### M1 wires, run 1

Cells faint in the background.
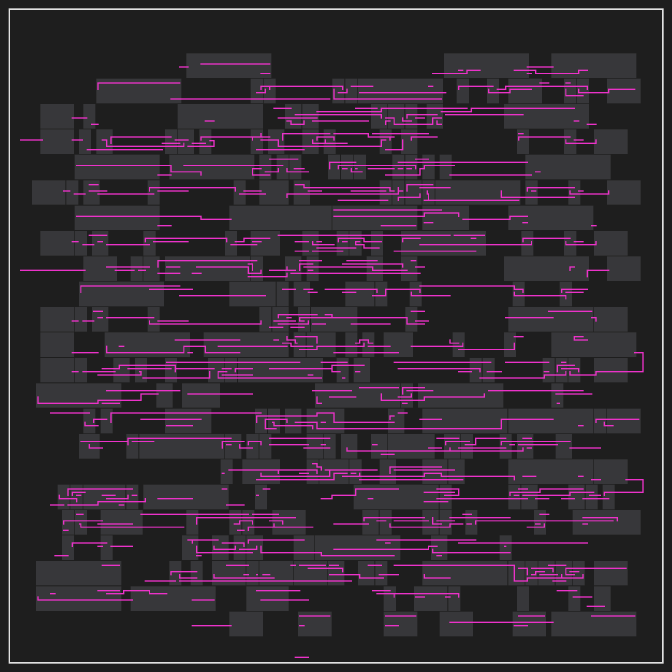
### M2 wires, run 1

Bar = 20 µm.
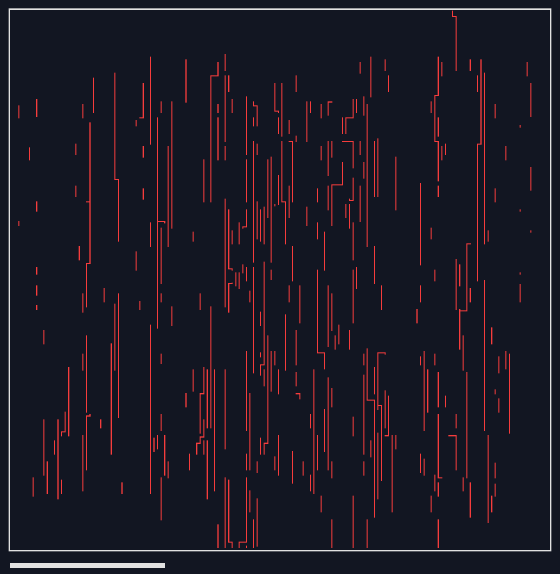
### Metal 3, run 1

Bar = 20 µm.
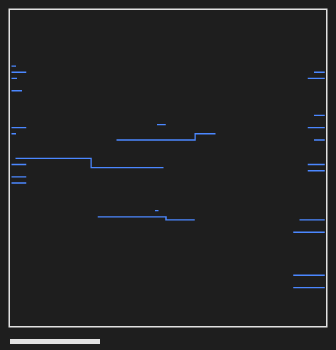
<file path="config.mk">
export PLATFORM = sky130hd
export DESIGN_NAME = gf_mult_serial
export DESIGN_NICKNAME = d
export VERILOG_FILES = /design/src/rtl/gf_mult_serial.sv
export SDC_FILE = /design/constraint.sdc
export NUM_CORES = 1
export LEC_CHECK = 0
export ABC_AREA = 1
export CAP_MARGIN = 20
export CELL_PAD_IN_SITES_DETAIL_PLACEMENT = 0
export CELL_PAD_IN_SITES_GLOBAL_PLACEMENT = 1
export CORE_MARGIN = 2
export CORE_UTILIZATION = 41
export CTS_CLUSTER_SIZE = 28
export DETAILED_ROUTE_END_ITERATION = 10
export GPL_TIMING_DRIVEN = 0
export PLACE_DENSITY_LB_ADDON = 0.1
export SKIP_CTS_REPAIR_TIMING = 1
export SLEW_MARGIN = 20
export SYNTH_ARGS = -nofsm -noshare
export SYNTH_HDL_FRONTEND = slang
export SYNTH_SLANG_ARGS = --single-unit
export TNS_END_PERCENT = 30
</file>
<file path="constraint.sdc">
create_clock -name i_clock -period 2.2 [get_ports i_clock]
set_input_delay 0.44 -clock i_clock [delete_from_list [all_inputs] [get_ports i_clock]]
set_output_delay 0.44 -clock i_clock [all_outputs]
set_load 0.05 [all_outputs]
</file>
<file path="src/rtl/gf_mult_serial.sv">
// Bit-serial GF(2^n) multiplier: Horner evaluation of the multiplier MSB first,
// NB_STEP bits per clock, with a valid/ready result handshake.
module gf_mult_serial #(
    parameter int unsigned        NB_DATA = 8,
    parameter logic [NB_DATA-1:0] POLY    = 8'h1b,
    parameter int unsigned        NB_STEP = 1
) (
    input  logic               i_clock,
    input  logic               i_reset_n,
    input  logic               i_flush,
    input  logic               i_valid,
    input  logic [NB_DATA-1:0] i_data_a,
    input  logic [NB_DATA-1:0] i_data_b,
    output logic               o_ready,
    output logic [NB_DATA-1:0] o_data,
    output logic               o_valid,
    input  logic               i_ready
);

    localparam int unsigned STEP_SAFE = (NB_STEP == 0) ? 1 : NB_STEP;
    localparam int unsigned NSTEPS    = NB_DATA / STEP_SAFE;
    localparam int unsigned CW        = (NSTEPS > 1) ? $clog2(NSTEPS) : 1;
    localparam logic [CW-1:0] LAST    = CW'(NSTEPS - 1);

    generate
        if (NB_DATA < 2 || NB_STEP < 1 || (NB_DATA % STEP_SAFE) != 0) begin : g_bad_cfg
            $error("gf_mult_serial: illegal NB_DATA/NB_STEP combination");
        end
    endgenerate

    typedef enum logic [1:0] {IDLE, CALC, DONE} state_t;

    state_t              state;
    logic [NB_DATA-1:0]  reg_a;
    logic [NB_DATA-1:0]  reg_b;
    logic [NB_DATA-1:0]  acc;
    logic [CW-1:0]       count;
    logic [NB_DATA-1:0]  acc_step;
    logic [NB_DATA-1:0]  b_step;

    function automatic logic [NB_DATA-1:0] xtime(input logic [NB_DATA-1:0] x);
        logic [NB_DATA-1:0] sh;
        sh = {x[NB_DATA-2:0], 1'b0};
        return x[NB_DATA-1] ? (sh ^ POLY) : sh;
    endfunction

    // NB_STEP chained Horner steps evaluated within one clock
    always_comb begin
        acc_step = acc;
        b_step   = reg_b;
        for (int unsigned i = 0; i < NB_STEP; i++) begin
            acc_step = xtime(acc_step) ^ (b_step[NB_DATA-1] ? reg_a : '0);
            b_step   = {b_step[NB_DATA-2:0], 1'b0};
        end
    end

    assign o_ready = (state == IDLE);

    always_ff @(posedge i_clock or negedge i_reset_n) begin
        if (!i_reset_n) begin
            state   <= IDLE;
            reg_a   <= '0;
            reg_b   <= '0;
            acc     <= '0;
            count   <= '0;
            o_data  <= '0;
            o_valid <= 1'b0;
        end else if (i_flush) begin
            state   <= IDLE;
            acc     <= '0;
            count   <= '0;
            o_valid <= 1'b0;
        end else begin
            case (state)
                IDLE: begin
                    if (i_valid) begin
                        reg_a <= i_data_a;
                        reg_b <= i_data_b;
                        acc   <= '0;
                        count <= '0;
                        state <= CALC;
                    end
                end
                CALC: begin
                    acc   <= acc_step;
                    reg_b <= b_step;
                    if (count == LAST) begin
                        state   <= DONE;
                        o_valid <= 1'b1;
                        o_data  <= acc_step;
                    end else begin
                        count <= count + 1'b1;
                    end
                end
                DONE: begin
                    if (i_ready) begin
                        state   <= IDLE;
                        o_valid <= 1'b0;
                    end
                end
                default: state <= IDLE;
            endcase
        end
    end

endmodule

</file>
==> notes.md, run 1 <==
Flow results.

- The antenna violation net count after detailed routing is 0.
- The count of buffer and inverter cells on the critical path is 1.
- TritonCTS built the clock tree.
- For this design the static power due to leakage is 1.16 nW.
- The worst hold-check slack is 34.0 ps.
- The pin count of the biggest net entering global routing is 28.
- In the final design database the tool counted 281 nets.
- The average size of a mapped cell is 8.09 µm².
- The via count of the first global-routing pass is 1,454.
- For this run, the script counts the antenna cells in the layout as 0.
- The floorplan step set the die width to 69.9 µm.
- Before any placement, the netlist area is recorded as 1780 µm².
- For this run, the leading register cell type out of synthesis is sky130_fd_sc_hd__dfrtp_1.
- The endpoint class of the critical path is an output port.
- The transition time at the pin with the least slew margin is 573 ps.
- The count of clock tree sinks is 38.
- The total nets after synthesis is 243.
- For this design, Yosys synthesis ends with a cell count of 220.
- Per the CTS log, the buffer count on the longest clock path is 2.
- In this run the VDD rail shows a maximum IR drop of 0.000360 V.
- The number of antenna violations at the first check in global routing is 0.
- The count of flip-flops with a built-in enable after synthesis is 0.
- Per the skew report, the later register of the worst-skew pair sees a clock latency of 290 ps.
- Note, the detailed placer reported a final HPWL of 2560 µm.
- The dominant logic cell type in the layout is sky130_fd_sc_hd__nand2_1.
- Per the synth log, the flip-flop and latch total comes to 38.
- For this run, the detailed router's first-pass iteration total came to 4.
- The area taken by multi-input logic gates is 689 µm².
- For this sky-water flow run, the detailed-routed wirelength per cell is reported as 11.5 µm.
- The critical path endpoint has a required time of 1760 ps.
- The run finished with clean final reports.
- The clock period could shrink to 1870 ps.
- The last weighted congestion value of the routability-driven placer is 0.756.
- Sequential cells were found to cover 53.4% of the synthesized design area.
- Of all cell types, the one taking the most synthesized area is sky130_fd_sc_hd__dfrtp_1.
- The first global-routing pass estimated 6500 µm of wire.
- By instance count after routing, the leading logic cell types are sky130_fd_sc_hd__nand2_1, sky130_fd_sc_hd__dfrtp_1, sky130_fd_sc_hd__inv_1, sky130_fd_sc_hd__o21ai_0, sky130_fd_sc_hd__clkdlybuf4s50_1.
- The global routing usage summed across all routing layers is 16.3%.
- Per the placement report, the placed cell count is 301.
- The clock H-tree reported by CTS has 2 levels.
- The worst clock skew is 3.67 ps.
- The final critical path takes up 85.2% of the cycle.
- By startpoint and endpoint, the worst setup path is classified as flop to output port.
- The yosys stat chip area is 1780 µm².
- The number of I/O port buffers is 30.
- The number of buffers created by CTS is 5.
- The internal reg-to-reg setup slack is 670 ps.
- The initial utilization of the core area, before any placement, comes to 43.5%.
- Endpoints with negative setup slack in the final report add up to 0.
- The number of warnings reported in the stage logs is 26.
- The type of the worst min-delay path is input pin to asynchronous set/reset pin.
- The startpoint type of the worst setup path is a flop.
- For this run, the slowest stage of the critical path takes 800 ps.
- The critical-path cell with the highest stage delay is sky130_fd_sc_hd__clkdlybuf4s50_1.
- The most frequent cell after synthesis is sky130_fd_sc_hd__nand2_1.
- The total negative setup slack is 0 ps.
- The report lists the cells along the critical path as clkdlybuf4s50_1.
- Data on the critical path arrives at its endpoint at 1430 ps.
- In the final report, the number of pins over their slew limit comes to 0.
- The number of hold violations in the final report is 0.
- The layout overhead on the synthesized area is 27.5%.
- The number of distinct library cells after synthesis is 18.
- The script logs the ratio of routed vias to standard cells as 4.58.
- In the synthesized netlist the async set-or-reset flop fraction comes to 100%.
- The worst-path maximum fanout is 2.
- The area taken by sequential standard cells is reported as 951 µm².
- The total non-filler cell area in the finished layout is 2270 µm².
- Per the layout report, the design carries 418 filler cells.
- Detailed placement reports a standard cell area of 2160 µm².
- The fraction of layout instances using a drive strength above 1 is 7.72%.
- For this run the aggregate overflow at the end of global routing stands at 0.
- Sorting the synthesized cells by area gives the leading types as sky130_fd_sc_hd__dfrtp_1, sky130_fd_sc_hd__nand2_1, sky130_fd_sc_hd__o21ai_0.
- The area fraction of the largest cell type after synthesis is 53.4%.
- Per the post-CTS timing run, clock transition at the registers of the reported paths is 80 ps.
- The die boundary height is 69.9 µm.
- The remaining design rule violation count is 0.
- The report lists the number of standard-cell rows as 23.
- The tally of yosys warning messages is 0.
- In this run the count of I/O pins placed on the die edge is 31.
- The die covers 4880 µm².
- The tree is rooted in a sky130_fd_sc_hd__clkbuf_8.
- The finished layout holds 309 standard cells, fillers aside.
- The launch point of the worst path is o_data[7].
- Per the summary, power density relative to cell area is 722 nW/µm².
- In this run, the number of DRC markers left after iteration 0 of detailed routing was 83.
- Broken down by cell family, the worst path's largest delay share belongs to buffers and inverters.
- The maximum frequency from static timing analysis is 534 MHz.
- STA lists the endpoint of the worst register-to-register path as o_data[1].
- The worst-case max-slew headroom was logged as 61.7%.
- The number of cells on the worst reg-to-reg path is 8.
- The startpoint of the most critical register-to-register path is count[0].
- In this run the standard cell core region covers 4090 µm².
- Setup repair after global routing left no endpoint under its margin.
- In this run the maximum-capacitance check reported violations numbering 0.
- Synthesis handed over a netlist of 220 instances.
- By count the netlist is led by sky130_fd_sc_hd__nand2_1, sky130_fd_sc_hd__dfrtp_1, sky130_fd_sc_hd__inv_1, sky130_fd_sc_hd__o21ai_0, sky130_fd_sc_hd__nand3_1.
-- 'M1 wires' (at the start) --
nets with wire on the layer = 251
share of all routed wire = 56%
wire length on this layer = 1,970 µm
main direction = horizontal
longest straight run = 19.8 µm

-- 'M2 wires' (at the start) --
longest straight run = 27.2 µm
nets with wire on the layer = 197
wire length on this layer = 1,390 µm
share of all routed wire = 39%
main direction = vertical
detailed-route wire length: 3550 µm
met2 usage in global routing: 23.5%

-- 'Metal 3' (at the start) --
nets with wire on the layer = 22
longest straight run = 17.2 µm
share of all routed wire = 4.1%
main direction = horizontal
wire length on this layer = 146 µm
met3 GRT Util: 4.33%
overall via count from detail_route: 1,416

==> run 1: through the flow <==
| step | utilization, % | total power, mW | setup WS [ps] |
|---|---|---|---|
| final | 55.5 | 1.64 | 326 |
| after global routing | 55.5 | 1.73 | 262 |
| after floorplan | - | 0.970 | 296 |
| after global placement | 52.4 | 1.07 | -240 |
| after detailed placement | 52.8 | 1.07 | 186 |
| after CTS | 55.5 | 1.65 | -46.6 |
==> run 1: how the worst max path moves through the flow <==
stage	end	slack [ps]	cells past startpoint
2_1_floorplan	reg_a[7]	300	5
3_3_place_gp	acc[4]	-240	1
3_5_place_dp	o_data[7]	190	8
4_1_cts	o_ready	-50	2
5_1_grt	o_data[4]	260	1
6_report	o_data[7]	330	1
==> run 1: state kept, by name (all words and copies together) (netlist names) <==
signal and cells:
count 3, o_data 8, reg_b 8, state 2, acc 8, o_valid 1, reg_a 8
==> run 1: where the power goes <==
part / internal [mW] / total [mW] / switching [mW]
Combinational: 0.107 / 0.256 / 0.150
Clock: 0.334 / 0.581 / 0.247
Sequential: 0.765 / 0.802 / 0.0365
==> run 1: logic make-up after synthesis <==
family	Yosys count	synth area share [%]
flip-flops	38	53.4
XOR/XNOR	5	2.46
AND/OR/NAND/NOR	113	26.5
adder cells (fa/ha/maj)	2	1.41
AND-OR/OR-AND	29	8.37
buffers and inverters	33	7.81
==> run 1: routing by layer <==
metal	track usage (%)	part of all wire, %	wire length, µm
met1	24.5	56	1970
met5	0	0	0
met4	4.27	1.0	36
met2	23.5	39	1390
met3	4.33	4.1	145
==> run 1: area by class of cell <==
class,instances,share of cell area (%)
Clock inverter,3,1.77
Multi-Input combinational cell,149,30.4
Inverter,28,4.63
Tap cell,50,2.76
Sequential cell,38,41.9
Buffer,5,1.49
Timing Repair Buffer,31,14.0
Clock buffer,5,3.03
--- run 2 (diff from run 1) ---
--- a/config.mk
+++ b/config.mk
@@ -11,8 +11,9 @@
 export CELL_PAD_IN_SITES_GLOBAL_PLACEMENT = 1
 export CORE_MARGIN = 2
 export CORE_UTILIZATION = 41
-export CTS_CLUSTER_SIZE = 28
+export CTS_CLUSTER_SIZE = 8
 export DETAILED_ROUTE_END_ITERATION = 10
+export GPL_ROUTABILITY_DRIVEN = 0
 export GPL_TIMING_DRIVEN = 0
 export PLACE_DENSITY_LB_ADDON = 0.1
 export SKIP_CTS_REPAIR_TIMING = 1
### M1 wires, run 2

Cells faint in the background.
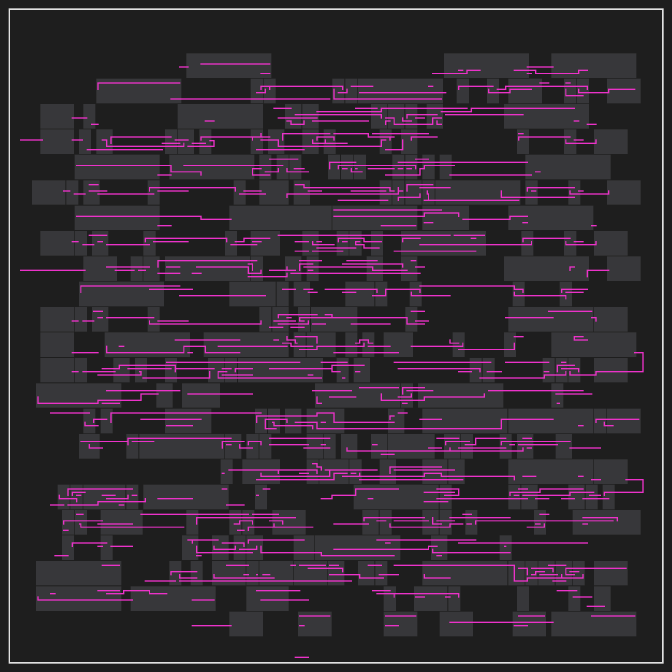
longest straight run = 19.8 µm
share of all routed wire = 56%
wire length on this layer = 1,970 µm
main direction = horizontal
nets with wire on the layer = 251

==> notes.md, run 2 <==
Flow results.

- The data arrival time at the worst-slack endpoint was 1430 ps (about the same).
- The global-route met3 utilization is 4.33% (unchanged).
- The global-route wire length before repair came to 6500 µm (unchanged).
- The average size of a mapped cell is 8.09 µm² (unchanged).
- The number of max-slew violations in the final report is 0 (unchanged).
- The number of rows in the core area is 23 (unchanged).
- The number of hold violations in the final report is 0 (unchanged).
- The fraction of power consumed by the clock network was 35.4% (about the same).
- The total congestion overflow after global routing is 0 (unchanged).
- The launch point of the worst path is o_data[7].
- The family of cells with the greatest summed delay on the critical path is buffers and inverters.
- The switching power share of the total is 26.4% (unchanged).
- The maximum frequency from static timing analysis came to 534 MHz (unchanged).
- The dominant logic cell type in the layout is sky130_fd_sc_hd__nand2_1.
- The number of maximum-capacitance constraint violations came to 0 (unchanged).
- The overall power after layout is 1.64 mW (unchanged).
- The wire length reported by the detailed router is 3550 µm (unchanged).
- The clock slew at the register clock pins of the worst setup and hold paths is 80 ps (about the same).
- For the worst reg-to-reg path, the startpoint reported by OpenROAD is count[0].
- The depth of the worst register-to-register path was 8 (unchanged).
- The number of distinct library cells after synthesis is 18 (unchanged).
- The number of buffers created by CTS is 5 (unchanged).
- The clock tree from TritonCTS is done.
- The synthesis report names the predominant flop master as sky130_fd_sc_hd__dfrtp_1.
- The count of clock tree sinks is 38 (unchanged).
- The insertion delay at the late pin of the worst-skew pair is 290 ps (about the same).
- The number of diodes added for antenna fixing is 0 (unchanged).
- The signal on the critical path passes through clkdlybuf4s50_1.
- The tally of yosys warning messages is 0 (unchanged).
- The cell area after synthesis is 1780 µm² (unchanged).
- The total nets after synthesis came to 243 (unchanged).
- The number of vias per cell after detailed routing was 4.58 (unchanged).
- The async set-reset flop share out of synthesis is 100% (unchanged).
- The worst setup path is captured at an output port.
- The most critical min-delay path falls under input pin to asynchronous set/reset pin.
- Of all cell types, the one taking the most synthesized area is sky130_fd_sc_hd__dfrtp_1.
- After global routing, the most crowded layer is met1.
- The tree is rooted in a sky130_fd_sc_hd__clkbuf_8.
- The number of DRC violations after detailed-routing iteration 0 is 83 (unchanged).
- The length of the first detailed-routing pass in iterations is 4 (unchanged).
- The antenna violation net count after detailed routing was 0 (unchanged).
- The pin count of the biggest net entering global routing is 28 (unchanged).
- The number of antenna violations at the first check in global routing is 0 (unchanged).
- The number of levels in the clock H-tree is 2 (unchanged).
- The number of placed I/O pins is 31 (unchanged).
- The maximum clock insertion buffer count came to 2 (unchanged).
- The fill cell instance count of the final layout is 418 (unchanged).
- The remaining design rule violation count was 0 (unchanged).
- The clock period minus worst slack was 1870 ps (unchanged).
- The combinational fraction of design power is 15.6% (about the same).
- The type of the worst setup path is flop to output port.
- The standard cell core area is 4090 µm² (unchanged).
- The met2 usage is 23.5% (unchanged).
- The register area share after synthesis is 53.4% (unchanged).
- The synthesized instance count is 220 (unchanged).
- The cell-internal power was 1.21 mW (unchanged).
- The stage delay of the slowest cell on the critical path came to 800 ps (about the same).
- The reported leakage power is 1.16 nW (unchanged).
- The die boundary height is 69.9 µm (unchanged).
- The critical-path cell with the highest stage delay is sky130_fd_sc_hd__clkdlybuf4s50_1.
- The power density over the cells is 722 nW/µm² (unchanged).
- The post-layout period usage of the worst path came to 85.2% (unchanged).
- The initial cell density of the core is 43.5% (unchanged).
- The horizontal die size is 69.9 µm (unchanged).
- The worst hold-check slack came to 34.0 ps (unchanged).
- The share of the synthesized area in the top cell type was 53.4% (unchanged).
- The total half-perimeter wirelength after legalization and detailed placement is 2560 µm (unchanged).
- The commonest cells after synthesis are sky130_fd_sc_hd__nand2_1, sky130_fd_sc_hd__dfrtp_1, sky130_fd_sc_hd__inv_1, sky130_fd_sc_hd__o21ai_0, sky130_fd_sc_hd__nand3_1.
- The transition time at the pin with the least slew margin is 573 ps (unchanged).
- The startpoint type of the worst setup path is a flop.
- The worst supply voltage drop on vdd is 0.000360 V (unchanged).
- The global routing usage summed across all routing layers is 16.3% (unchanged).
- The met1 track demand over resource is 24.5% (unchanged).
- The cell depth of the worst setup path is 1 (unchanged).
- The data required time at the worst endpoint is 1760 ps (about the same).
- The switching power summed over all nets came to 433 µW (unchanged).
- The number of I/O port buffers is 30 (unchanged).
- The count of placed standard cells in the final layout, fillers left out came to 309 (unchanged).
- The tally of OpenROAD warnings came to 26 (unchanged).
- The instance count after placement with tap cells included is 301 (unchanged).
- The fraction of layout instances using a drive strength above 1 came to 7.72% (unchanged).
- The layout overhead on the synthesized area is 27.5% (unchanged).
- The post-detailed-route wirelength per cell is 11.5 µm (unchanged).
- The count of buffer and inverter cells on the critical path was 1 (unchanged).
- The part of the total power dissipated in sequential elements is 48.9% (about the same).
- By area the synthesized netlist is led by sky130_fd_sc_hd__dfrtp_1, sky130_fd_sc_hd__nand2_1, sky130_fd_sc_hd__o21ai_0.
- The synthesis-stage register bit count came to 38 (unchanged).
- The count of flip-flops with a built-in enable after synthesis is 0 (unchanged).
- The worst clock skew is 3.67 ps (unchanged).
- The count of instantiated cells in the yosys netlist is 220 (unchanged).
- The yosys stat chip area came to 1780 µm² (unchanged).
- The via count of the first global-routing pass is 1,454 (unchanged).
- The run finished with clean final reports.
- The relative slew slack came to 61.7% (unchanged).
- The total negative setup slack is 0 ps (unchanged).
- The number of setup violations in the final report came to 0 (unchanged).
- The number of vias in the routed layout came to 1,416 (unchanged).
- Leaving out fill and tap cells, the most frequent cells in the layout are sky130_fd_sc_hd__nand2_1, sky130_fd_sc_hd__dfrtp_1, sky130_fd_sc_hd__inv_1, sky130_fd_sc_hd__o21ai_0, sky130_fd_sc_hd__clkdlybuf4s50_1.
- The count of nets after finishing came to 281 (unchanged).
- Setup repair after global routing left no endpoint under its margin.
- The synthesis stats list as the most numerous cell sky130_fd_sc_hd__nand2_1.
- The worst-path maximum fanout is 2 (unchanged).
- The die area is 4880 µm² (unchanged).
## run 2: cells by family after synthesis
logic type | Yosys count | share of synthesized area (%)
AND/OR/NAND/NOR | 113 | 26.5
flip-flops | 38 | 53.4
buffers and inverters | 33 | 7.81
AND-OR/OR-AND | 29 | 8.37
XOR/XNOR | 5 | 2.46
adder cells (fa/ha/maj) | 2 | 1.41
## run 2: final timing paths
kind | to | slack, ps
worst max-delay path | o_data[7] | 330
worst min-delay path | reg_b[3] | 30
worst max register to register | o_data[1] | 670
worst min register to register | o_valid | 480
max in group asynchronous | reg_a[1] | 1720
min in group i_clock | o_valid | 480
## run 2: stage by stage
step	util, %	worst slack (ps)	cell area (µm²)
floorplan	-	296	1780
global placement	52.4	-240	2140
detailed placement	52.8	186	2160
CTS	55.5	-46.6	2270
global route	55.5	262	2270
finish	55.5	326	2270
## run 2: power by group through the flow
| stage | combinational [mW] | sequential (mW) | clock [mW] |
|---|---|---|---|
| floorplan | 0.165 | 0.805 | 0 |
| global placement | 0.256 | 0.813 | 0 |
| detailed placement | 0.260 | 0.815 | 0 |
| CTS | 0.261 | 0.801 | 0.592 |
| global route | 0.300 | 0.809 | 0.626 |
| finish | 0.256 | 0.802 | 0.581 |
## run 2: area by class of cell
class | count | area, µm² | area share, %
buffer | 5 | 33.8 | 1.49
multi-input combinational | 149 | 689 | 30.4
sequential | 38 | 951 | 41.9
inverter | 28 | 105 | 4.63
tap | 50 | 62.6 | 2.76
timing repair buffer | 31 | 318 | 14.0
clock inverter | 3 | 40.0 | 1.77
clock buffer | 5 | 68.8 | 3.03
## run 2: per-layer routing
layer | routed length (µm) | vias to the layer above
met4 | 36 | 0
li1 | - | 759
met1 | 1970 | 626
met5 | 0 | -
met2 | 1390 | 27
met3 | 145 | 4
### Metal 3, run 2

Bar = 20 µm.
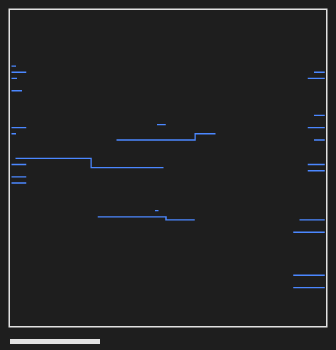

--- run 3 (diff from run 2) ---
--- a/config.mk
+++ b/config.mk
@@ -15,9 +15,10 @@
 export DETAILED_ROUTE_END_ITERATION = 10
 export GPL_ROUTABILITY_DRIVEN = 0
 export GPL_TIMING_DRIVEN = 0
+export HOLD_SLACK_MARGIN = 0.1
 export PLACE_DENSITY_LB_ADDON = 0.1
 export SKIP_CTS_REPAIR_TIMING = 1
-export SLEW_MARGIN = 20
+export SLEW_MARGIN = 15
 export SYNTH_ARGS = -nofsm -noshare
 export SYNTH_HDL_FRONTEND = slang
 export SYNTH_SLANG_ARGS = --single-unit
### Metal 3, run 3

Bar = 20 µm.
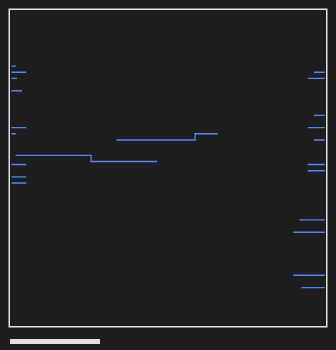
main direction = horizontal
nets with wire on the layer = 21
share of all routed wire = 3.4%
wire length on this layer = 119 µm
overall via count from detail_route: 1,420
detailed-route wire length: 3540 µm

==> notes.md, run 3 <==
Flow results.

- The run finished with clean final reports.
- The total congestion overflow after global routing is 0 (unchanged).
- The worst slack after detailed placement came to 186 ps (unchanged).
- The count of flip-flops with a built-in enable after synthesis came to 0 (unchanged).
- The stage delay of the slowest cell on the critical path is 800 ps (about the same).
- The report lists the cells along the critical path as clkdlybuf4s50_1.
- The combinational group power is 259 µW (about the same).
- The number of I/O port buffers is 30 (unchanged).
- The die boundary height is 69.9 µm (unchanged).
- STA classifies the critical path endpoint as an output port.
- The maximum clock insertion buffer count is 2 (unchanged).
- The number of antenna violations at the first check in global routing is 0 (unchanged).
- The clock tree from TritonCTS is done.
- The synthesized instance count is 220 (unchanged).
- The global routing usage summed across all routing layers was 16.3% (unchanged).
- The dominant logic cell type in the layout is sky130_fd_sc_hd__nand2_1.
- The total nets after synthesis was 243 (unchanged).
- The count of instantiated cells in the yosys netlist is 220 (unchanged).
- The type of the worst setup path is flop to output port.
- The main area contributors are sky130_fd_sc_hd__dfrtp_1, sky130_fd_sc_hd__nand2_1, sky130_fd_sc_hd__o21ai_0.
- The standard cell core area is 4090 µm² (unchanged).
- The tally of OpenROAD warnings is 26 (unchanged).
- The fill cell instance count of the final layout came to 417 (-0.24%).
- The cell area after synthesis was 1780 µm² (unchanged).
- The maximum frequency from static timing analysis is 534 MHz (about the same).
- The fraction of layout instances using a drive strength above 1 is 7.69% (-0.030 points).
- The post-layout period usage of the worst path is 85.1% (about the same).
- The instance count after placement with tap cells included is 301 (unchanged).
- Sorting the Yosys area breakdown by cell type puts at the top sky130_fd_sc_hd__dfrtp_1.
- The transition time at the pin with the least slew margin was 592 ps (+19.5 ps).
- The share of the synthesized area in the top cell type is 53.4% (unchanged).
- Setup repair after global routing left no endpoint under its margin.
- The cell-internal power is 1.21 mW (about the same).
- The reported leakage power is 1.17 nW (+0.36%).
- The number of distinct library cells after synthesis was 18 (unchanged).
- The worst register-to-register path begins at count[0].
- The data required time at the worst endpoint is 1760 ps (about the same).
- The initial cell density of the core was 43.5% (unchanged).
- The clock period minus worst slack was 1870 ps (-1.35 ps).
- The via count of the first global-routing pass is 1,454 (unchanged).
- The switching power share of the total is 26.4% (-0.045 points).
- The clock slew at the register clock pins of the worst setup and hold paths came to 70 ps (about the same).
- The number of max-slew violations in the final report is 0 (unchanged).
- The synthesis-stage register bit count is 38 (unchanged).
- The fraction of power consumed by the clock network is 35.3% (about the same).
- The switching power summed over all nets is 432 µW (-0.14%).
- The cell family contributing the most delay on the critical path is buffers and inverters.
- The number of buffers created by CTS came to 5 (unchanged).
- The number of levels in the clock H-tree is 2 (unchanged).
- The number of rows in the core area was 23 (unchanged).
- The combinational fraction of design power is 15.8% (+0.2 points).
- The number of placed I/O pins is 31 (unchanged).
- The clock-net power is 579 µW (about the same).
- The startpoint type of the worst setup path is a flop.
- The post-detailed-route wirelength per cell is 11.4 µm (-0.66%).
- The number of DRC violations after detailed-routing iteration 0 is 106 (+28%).
- The insertion delay at the late pin of the worst-skew pair is 280 ps (about the same).
- The worst supply voltage drop on vdd is 0.000361 V (+0.18%).
- The pin count of the biggest net entering global routing is 28 (unchanged).
- The remaining design rule violation count is 0 (unchanged).
- The yosys stat chip area was 1780 µm² (unchanged).
- The part of the total power dissipated in sequential elements is 48.9% (about the same).
- The most frequent cell after synthesis is sky130_fd_sc_hd__nand2_1.
- The final worst setup slack is 328 ps (+1.35 ps).
- The type of the worst min-delay path is flop to flop.
- The data arrival time at the worst-slack endpoint is 1430 ps (about the same).
- The total half-perimeter wirelength after legalization and detailed placement is 2560 µm (unchanged).
- The synthesis report names the predominant flop master as sky130_fd_sc_hd__dfrtp_1.
- The launch point of the worst path is o_data[7].
- The count of clock tree sinks is 38 (unchanged).
- The worst-path maximum fanout came to 2 (unchanged).
- The die area came to 4880 µm² (unchanged).
- The tally of yosys warning messages is 0 (unchanged).
- The number of diodes added for antenna fixing is 0 (unchanged).
- For this design, the slowest cell found on the critical path is sky130_fd_sc_hd__clkdlybuf4s50_1.
- The average size of a mapped cell is 8.09 µm² (unchanged).
- The number of setup violations in the final report is 0 (unchanged).
- The relative slew slack was 60.4% (-1.3 points).
- The worst clock skew is 2.07 ps (-1.60 ps).
- The antenna violation net count after detailed routing was 0 (unchanged).
- The layout overhead on the synthesized area is 28.1%.
- The root buffer selected by CTS is sky130_fd_sc_hd__clkbuf_8.
- The number of vias per cell after detailed routing came to 4.58 (about the same).
- The number of maximum-capacitance constraint violations is 0 (unchanged).
- The main power-consuming group is registers.
- The count of nets after finishing is 282 (+0.36%).
- By instance count after routing, the leading logic cell types are sky130_fd_sc_hd__nand2_1, sky130_fd_sc_hd__dfrtp_1, sky130_fd_sc_hd__inv_1, sky130_fd_sc_hd__o21ai_0, sky130_fd_sc_hd__clkdlybuf4s50_1.
- The register area share after synthesis is 53.4% (unchanged).
- The critical hold path startpoint is o_valid.
- The horizontal die size is 69.9 µm (unchanged).
- The async set-reset flop share out of synthesis was 100% (unchanged).
- The length of the first detailed-routing pass in iterations is 4 (unchanged).
- The count of buffer and inverter cells on the critical path was 1 (unchanged).
- The power density over the cells is 719 nW/µm² (-0.41%).
- The number of hold violations in the final report was 0 (unchanged).
- The global-route wire length before repair was 6500 µm (unchanged).
- The power attributed to sequential cells is 802 µW (about the same).
- Sorting the synthesized cells by how often they occur yields sky130_fd_sc_hd__nand2_1, sky130_fd_sc_hd__dfrtp_1, sky130_fd_sc_hd__inv_1, sky130_fd_sc_hd__o21ai_0, sky130_fd_sc_hd__nand3_1.
- The count of placed standard cells in the final layout, fillers left out is 310 (+0.32%).
[run 3: cell counts after synthesis]
Identical to the previous run, type by type.
[run 3: cell families after synthesis]
logic type	count (synthesis)	share of synthesized area, %
buffers and inverters	33	7.81
flip-flops	38	53.4
AND/OR/NAND/NOR	113	26.5
adder cells (fa/ha/maj)	2	1.41
AND-OR/OR-AND	29	8.37
XOR/XNOR	5	2.46
[run 3: cell type report]
class	count	area, µm²	share of cell area (%)
Inverter	28	105	4.61
Clock buffer	5	68.8	3.02
Buffer	5	33.8	1.48
Timing Repair Buffer	32	328	14.4
Tap cell	50	62.6	2.75
Sequential cell	38	951	41.7
Multi-Input combinational cell	149	689	30.3
Clock inverter	3	40.0	1.76
[run 3: per-stage QoR]
step                area, µm²  power (mW)  TNS, ps  hold slack, ps  util [%]
floorplan                1780       0.970        0             144         -
global placement         2140        1.07    -9040             459      52.4
detailed placement       2160        1.07        0             352      52.8
CTS                      2270        1.65    -46.6            39.2      55.5
global route             2280        1.74        0             501      55.8
finish                   2280        1.64        0             477      55.8
[run 3: metal layers]
metal	global-route usage (%)	wire, µm
met1	24.5	1950
met2	23.5	1460
met3	4.33	118
met4	4.27	17
met5	0	0
[run 3: worst paths after layout]
| path | to | slack, ps | depth (start not counted) |
|---|---|---|---|
| setup reg to reg | o_data[7] | 660 | 8 |
| min in group asynchronous | reg_b[3] | 570 | 2 |
| setup / recovery | o_data[7] | 330 | 1 |
| max in group asynchronous | reg_a[1] | 1190 | 3 |
| hold reg to reg | o_valid | 480 | 2 |
| hold / removal | o_valid | 480 | 2 |
[run 3: worst min-delay path: stages, from the launching register on]
cell	delay, ps
sky130_fd_sc_hd__dfrtp_1	350
sky130_fd_sc_hd__nand2_1	50
sky130_fd_sc_hd__nand2_1	50
Power figures rest on the tool's default switching activity, not on a simulated workload.
